`src/rtl/if_id_fetch_stage_if.sv`:
```
// Instruction-memory request/response bundle between the fetch stage and imem.
// The fetch stage is the master; the memory model or imem controller is the slave.
interface if_id_fetch_stage_if;
   logic        imem_req;
   logic [31:0] imem_addr;
   logic [31:0] imem_rdata;
   logic        imem_ready;

   modport master (
      output imem_req,
      output imem_addr,
      input  imem_rdata,
      input  imem_ready
   );

   modport slave (
      input  imem_req,
      input  imem_addr,
      output imem_rdata,
      output imem_ready
   );
endinterface

```
`src/rtl/if_id_fetch_stage.sv`:
```
// MIPS instruction-fetch stage with IF/ID pipeline register, load-use stall handling
// and a DRAIN state that parks a redirect until the outstanding fetch returns.
module if_id_fetch_stage #(
   parameter logic [31:0] RESET_PC = 32'h0000_0000,
   parameter int          CNT_W    = 16
) (
   input  logic                    clk,
   input  logic                    reset,
   input  logic                    PCWrite,
   input  logic                    IF_ID_Write,
   input  logic                    IF_Flush,
   input  logic                    PCSrc,
   input  logic [31:0]             Branch_target,
   if_id_fetch_stage_if.master     imem,
   output logic [31:0]             IF_ID_Instr,
   output logic [31:0]             IF_ID_PC4,
   output logic                    IF_ID_Valid,
   output logic [5:0]              IF_ID_Opcode,
   output logic [4:0]              IF_ID_RegisterRs,
   output logic [4:0]              IF_ID_RegisterRt,
   output logic [4:0]              IF_ID_RegisterRd,
   output logic                    fetch_stall,
   output logic [CNT_W-1:0]        fetch_stall_cnt
);

   typedef enum logic {FETCH, DRAIN} state_t;

   localparam logic [CNT_W-1:0] CNT_MAX = {CNT_W{1'b1}};
   localparam logic [CNT_W-1:0] CNT_ONE = {{(CNT_W-1){1'b0}}, 1'b1};

   state_t      state_q, state_d;
   logic [31:0] pc_q, pc_d;
   logic [31:0] redirect_pc_q, redirect_pc_d;
   logic [31:0] instr_q, instr_d;
   logic [31:0] pc4_q, pc4_d;
   logic        valid_q, valid_d;
   logic [CNT_W-1:0] cnt_q, cnt_d;
   logic [31:0] pc_plus4;

   assign pc_plus4 = pc_q + 32'd4;

   always_comb begin
      state_d       = state_q;
      pc_d          = pc_q;
      redirect_pc_d = redirect_pc_q;
      instr_d       = instr_q;
      pc4_d         = pc4_q;
      valid_d       = valid_q;
      cnt_d         = cnt_q;
      fetch_stall   = (state_q == DRAIN) || !imem.imem_ready;

      if (state_q == FETCH && imem.imem_ready) begin
         if (PCSrc) begin
            pc_d = Branch_target;
         end else if (PCWrite) begin
            pc_d = pc_plus4;
         end
         if (IF_Flush) begin
            instr_d = 32'h0;
            valid_d = 1'b0;
         end else if (IF_ID_Write) begin
            instr_d = imem.imem_rdata;
            pc4_d   = pc_plus4;
            valid_d = 1'b1;
         end
      end else begin
         // No usable word this cycle: a requested load becomes a bubble instead.
         if (IF_Flush || IF_ID_Write) begin
            instr_d = 32'h0;
            valid_d = 1'b0;
         end
         if (PCSrc) begin
            redirect_pc_d = Branch_target;
         end
         if (state_q == FETCH) begin
            if (PCSrc) begin
               state_d = DRAIN;
            end
         end else if (imem.imem_ready) begin
            pc_d    = PCSrc ? Branch_target : redirect_pc_q;
            state_d = FETCH;
         end
      end

      if (fetch_stall && cnt_q != CNT_MAX) begin
         cnt_d = cnt_q + CNT_ONE;
      end
   end

   always_ff @(posedge clk) begin
      if (reset) begin
         state_q       <= FETCH;
         pc_q          <= RESET_PC;
         redirect_pc_q <= RESET_PC;
         instr_q       <= 32'h0;
         pc4_q         <= 32'h0;
         valid_q       <= 1'b0;
         cnt_q         <= '0;
      end else begin
         state_q       <= state_d;
         pc_q          <= pc_d;
         redirect_pc_q <= redirect_pc_d;
         instr_q       <= instr_d;
         pc4_q         <= pc4_d;
         valid_q       <= valid_d;
         cnt_q         <= cnt_d;
      end
   end

   assign imem.imem_req    = !reset;
   assign imem.imem_addr   = pc_q;

   assign IF_ID_Instr      = instr_q;
   assign IF_ID_PC4        = pc4_q;
   assign IF_ID_Valid      = valid_q;
   assign IF_ID_Opcode     = instr_q[31:26];
   assign IF_ID_RegisterRs = instr_q[25:21];
   assign IF_ID_RegisterRt = instr_q[20:16];
   assign IF_ID_RegisterRd = instr_q[15:11];
   assign fetch_stall_cnt  = cnt_q;

endmodule
```
`src/flat_wrapper.sv`:
```
// flat-port wrapper written by rule: the top's interface ports become plain ports
module if_id_fetch_stage_flat 
#(
   parameter logic [31:0] RESET_PC = 32'h0000_0000,
   parameter int          CNT_W    = 16
)
  (clk, reset, PCWrite, IF_ID_Write, IF_Flush, PCSrc, Branch_target, IF_ID_Instr, IF_ID_PC4, IF_ID_Valid, IF_ID_Opcode, IF_ID_RegisterRs, IF_ID_RegisterRt, IF_ID_RegisterRd, fetch_stall, fetch_stall_cnt, imem_imem_req, imem_imem_addr, imem_imem_rdata, imem_imem_ready);
  if_id_fetch_stage_if imem_i ();
  input  logic clk;
  input  logic reset;
  input  logic PCWrite;
  input  logic IF_ID_Write;
  input  logic IF_Flush;
  input  logic PCSrc;
  input  logic [31:0] Branch_target;
  output logic [31:0] IF_ID_Instr;
  output logic [31:0] IF_ID_PC4;
  output logic IF_ID_Valid;
  output logic [5:0] IF_ID_Opcode;
  output logic [4:0] IF_ID_RegisterRs;
  output logic [4:0] IF_ID_RegisterRt;
  output logic [4:0] IF_ID_RegisterRd;
  output logic fetch_stall;
  output logic [CNT_W-1:0] fetch_stall_cnt;
  output wire logic [$bits(imem_i.imem_req)-1:0] imem_imem_req;
  output wire logic [$bits(imem_i.imem_addr)-1:0] imem_imem_addr;
  input wire logic [$bits(imem_i.imem_rdata)-1:0] imem_imem_rdata;
  input wire logic [$bits(imem_i.imem_ready)-1:0] imem_imem_ready;
  assign imem_imem_req = imem_i.imem_req;
  assign imem_imem_addr = imem_i.imem_addr;
  assign imem_i.imem_rdata = imem_imem_rdata;
  assign imem_i.imem_ready = imem_imem_ready;
  if_id_fetch_stage #(.RESET_PC(RESET_PC), .CNT_W(CNT_W)) u_core (.clk(clk), .reset(reset), .PCWrite(PCWrite), .IF_ID_Write(IF_ID_Write), .IF_Flush(IF_Flush), .PCSrc(PCSrc), .Branch_target(Branch_target), .imem(imem_i), .IF_ID_Instr(IF_ID_Instr), .IF_ID_PC4(IF_ID_PC4), .IF_ID_Valid(IF_ID_Valid), .IF_ID_Opcode(IF_ID_Opcode), .IF_ID_RegisterRs(IF_ID_RegisterRs), .IF_ID_RegisterRt(IF_ID_RegisterRt), .IF_ID_RegisterRd(IF_ID_RegisterRd), .fetch_stall(fetch_stall), .fetch_stall_cnt(fetch_stall_cnt));
endmodule
```
`config.mk`:
```
export PLATFORM = sky130hd
export DESIGN_NAME = if_id_fetch_stage_flat
export DESIGN_NICKNAME = d
export VERILOG_FILES = /design/src/rtl/if_id_fetch_stage_if.sv /design/src/rtl/if_id_fetch_stage.sv /design/src/flat_wrapper.sv
export SDC_FILE = /design/constraint.sdc
export NUM_CORES = 1
export LEC_CHECK = 0
export ABC_AREA = 0
export CAP_MARGIN = 10
export CORE_MARGIN = 1.5
export CORE_UTILIZATION = 30
export CTS_BUF_LIST = sky130_fd_sc_hd__clkbuf_8
export CTS_CLUSTER_SIZE = 40
export DETAILED_ROUTE_END_ITERATION = 16
export PLACE_DENSITY = 0.58
export SYNTH_ARGS = -nofsm -noshare
export SYNTH_HDL_FRONTEND = slang
export SYNTH_SLANG_ARGS = --single-unit
```
`constraint.sdc`:
```
create_clock -name clk -period 3.4 [get_ports clk]
set_input_delay 0.34 -clock clk [delete_from_list [all_inputs] [get_ports clk]]
set_output_delay 0.34 -clock clk [all_outputs]
set_load 0.05 [all_outputs]
```
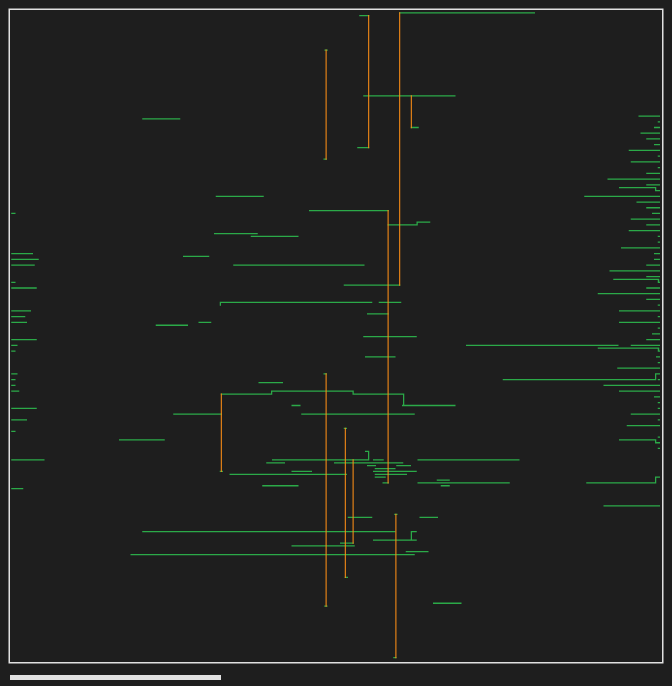
*Routed metal, one colour a layer*
Bar = 50 µm. Two of the layers only.
[green] M3 | wire length: 1,160 µm
[orange] M4 | wire length: 356 µm
post-detailed-routing wire length: 22.1 mm
GR Util All Layers: 18.1%
total vias in the final route: 6,638
detailed-route wire length per cell: 16.9 µm

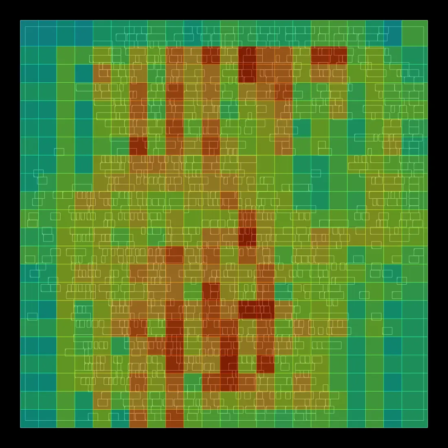
*Routing congestion map*
met1 usage: 25.4%
met3 usage in global routing: 3.67%
final core utilization: 41.6%
Most Crowded Layer GR: met2
met2 track demand over resource: 27.8%

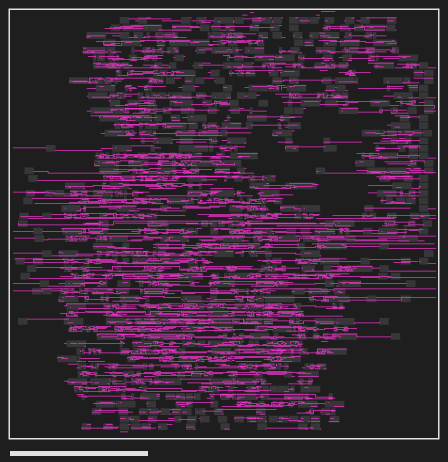
*Met1 routing*
Bar = 50 µm.
wire length on this layer: 10,600 µm
main direction: horizontal

==> impl_metrics.ini <==
; physical design summary
[outcome]
run_status = finished clean

[power]
irDropWorstVdd_mv = 0.214
power_density_mw_per_mm2 = 421
total_leakage_power_nw = 3.19

[global_routing]
grt_pass1_vias = 6026
grt_max_degree = 72
grt.overflow.total = 0
grt_first_pass_wirelength_mm = 34.1

[final_layout]
area_share_clock_buf_inv_pct = 4.05
comb.multi_input.count = 611
nFillCells = 2311
mi_logic_area_mm2 = 0.00351
dominant-cell-class = multi-input combinational cells
comb_area_share_pct = 37.3
area_growth_syn_to_layout_pct = 36.3
clock_buffer_count = 17
ff_count = 146
layout.nonclk_buf_share_pct = 23.4

[synth]
syn-mean-instance-area_um2 = 8.07
mux_area_share_pct = 1.49
synthXorXnorAreaFrac_pct = 4.82
adder_share_pct = 0.362
synth-async-reset-ratio_pct = 0
yosys.stat.chipArea_mm2 = 0.00690
enable_flop_cells = 0
post_synth_ao_oa_area_fraction_pct = 21.7
syn_nets = 929
yosysMostFrequentCell = sky130_fd_sc_hd__dfxtp_1
basic_gate_share_of_the_synthesized_area_counting_and_or_nand_and_nor_cells_pct = 22.4
synth_warnings = 0
postSynthCellCount = 856

[timing]
slew-limit-headroom_pct = 44.5
final.period_utilization_pct = 76.1
setup_violations = 0
period_needed_ps = 2590
final_hold_viol_count = 0
fin_worst_hold_slack_ps = 454
report.final.slew_viol_count = 0

[drt]
detailroute.wirelength.met2_mm = 10.0
sum_of_routed_wire_segments_on_met1_mm = 10.6
route.antenna.remaining_nets = 0
drt_pass_1_iters = 7

[clocking]
cts_inserted_buffers = 17
worst_setup_hold_path_clk_slew_ps = 80
cts_setup_buffers = 0
post_cts_resize_count = 0
clockBufferDepth = 2
clock-sinks = 146

[worst_setup_path]
highest_fanout_seen_on_the_critical_path = 17
timing.critical_path.buf_inv = 0
crit_path_max_incr_delay_ps = 870
path_cells = ha_1 > nand3_4 > or4_1 > nor4_4 > mux2i_1 > o22ai_1
critical_path.endpoint_type = flop
cp_data_arrival_time_ps = 2890
critPathLaunchType = flop

[floorplan]
die_h_um = 155
io_pins = 207
std_cell_rows = 55
core_area_mm2 = 0.0226
nWellTaps = 285

[worst_hold_path]
hp-class = reg -> reg

[job]
stage_log_warnings = 26

[placement]
place.gp.congestion = 0.821
hpwlAfterDp_mm = 16.0
portBuffers = 206
[cells by family after synthesis]
group	after synthesis
AND/OR/NAND/NOR	316
AND-OR/OR-AND	245
multiplexers	10
adder cells (fa/ha/maj)	2
XOR/XNOR	38
buffers and inverters	99
flip-flops	146
[through the flow]
step / util (%) / instance area, µm² / worst slack, ps / instances / power, mW
3_5_place_dp: 39.9 / 9030 / 786 / 1277 / 2.64
5_1_grt: 41.6 / 9410 / 593 / 1307 / 4.14
2_1_floorplan: - / 6900 / 797 / 856 / 2.33
6_report: 41.6 / 9410 / 813 / 1307 / 3.97
3_3_place_gp: 39.9 / 9030 / 837 / 1277 / 2.64
4_1_cts: 41.6 / 9410 / 792 / 1307 / 4.01
[power by group]
part / switching, mW / total (mW) / leakage, nW / internal (mW)
clock network: 0.663 / 1.37 / 0.192 / 0.706
logic: 0.462 / 0.736 / 1.81 / 0.274
registers: 0.0812 / 1.86 / 1.19 / 1.78
[worst paths after layout]
path                            slack, ps                                      to                                   from  cells after the start
worst max register to register        810  u_core.imem.imem_addr[30]$_SDFFE_PP0P_  u_core.imem.imem_addr[2]$_SDFFE_PP0P_                      6
worst min-delay path                  450   u_core.redirect_pc_q[17]$_SDFFE_PP0N_  u_core.redirect_pc_q[17]$_SDFFE_PP0N_                      2
worst min register to register        450   u_core.redirect_pc_q[17]$_SDFFE_PP0N_  u_core.redirect_pc_q[17]$_SDFFE_PP0N_                      2
worst max-delay path                  810  u_core.imem.imem_addr[30]$_SDFFE_PP0P_  u_core.imem.imem_addr[2]$_SDFFE_PP0P_                      6
[layout by cell type (no fill, tap or decap), types with 10 or more instances in the layout]
cell type	netlist	routed
sky130_fd_sc_hd__nor3_1	14	14
sky130_fd_sc_hd__clkbuf_8	0	17
sky130_fd_sc_hd__a22oi_1	33	33
sky130_fd_sc_hd__xnor2_1	20	20
sky130_fd_sc_hd__xor2_1	18	18
sky130_fd_sc_hd__dfxtp_1	146	146
sky130_fd_sc_hd__nand4_1	11	11
sky130_fd_sc_hd__a211oi_1	15	15
sky130_fd_sc_hd__nand2_1	121	121
sky130_fd_sc_hd__o21ai_0	64	64
sky130_fd_sc_hd__buf_4	23	21
sky130_fd_sc_hd__nor2_1	94	92
sky130_fd_sc_hd__inv_1	8	10
sky130_fd_sc_hd__clkdlybuf4s50_1	0	204
sky130_fd_sc_hd__nand3_1	18	18
sky130_fd_sc_hd__a21oi_1	84	84
[metal layers]
layer  track usage [%]  vias to the layer above
met3              3.67                       24
met5                 0                        -
met1              25.4                     3103
met4              5.49                        0
met2              27.8                      198
li1                  -                     3313
[worst reg2reg max path, cell delays in order, from the launching register on]
cell                      delay (ps)
sky130_fd_sc_hd__dfxtp_1         450
sky130_fd_sc_hd__ha_1            270
sky130_fd_sc_hd__nand3_4         150
sky130_fd_sc_hd__or4_1           870
sky130_fd_sc_hd__nor4_4          410
sky130_fd_sc_hd__mux2i_1         220
sky130_fd_sc_hd__o22ai_1          80
[registers in the layout (all words and copies together) (netlist names)]
name / count
u_core.state_q: 1
u_core.fetch_stall_cnt: 16
u_core.redirect_pc_q: 32
u_core.imem.imem_addr: 32
u_core.IF_ID_Valid: 1
u_core.IF_ID_PC4: 32
u_core.IF_ID_Instr: 32
Power is estimated from default activity; no workload was simulated.
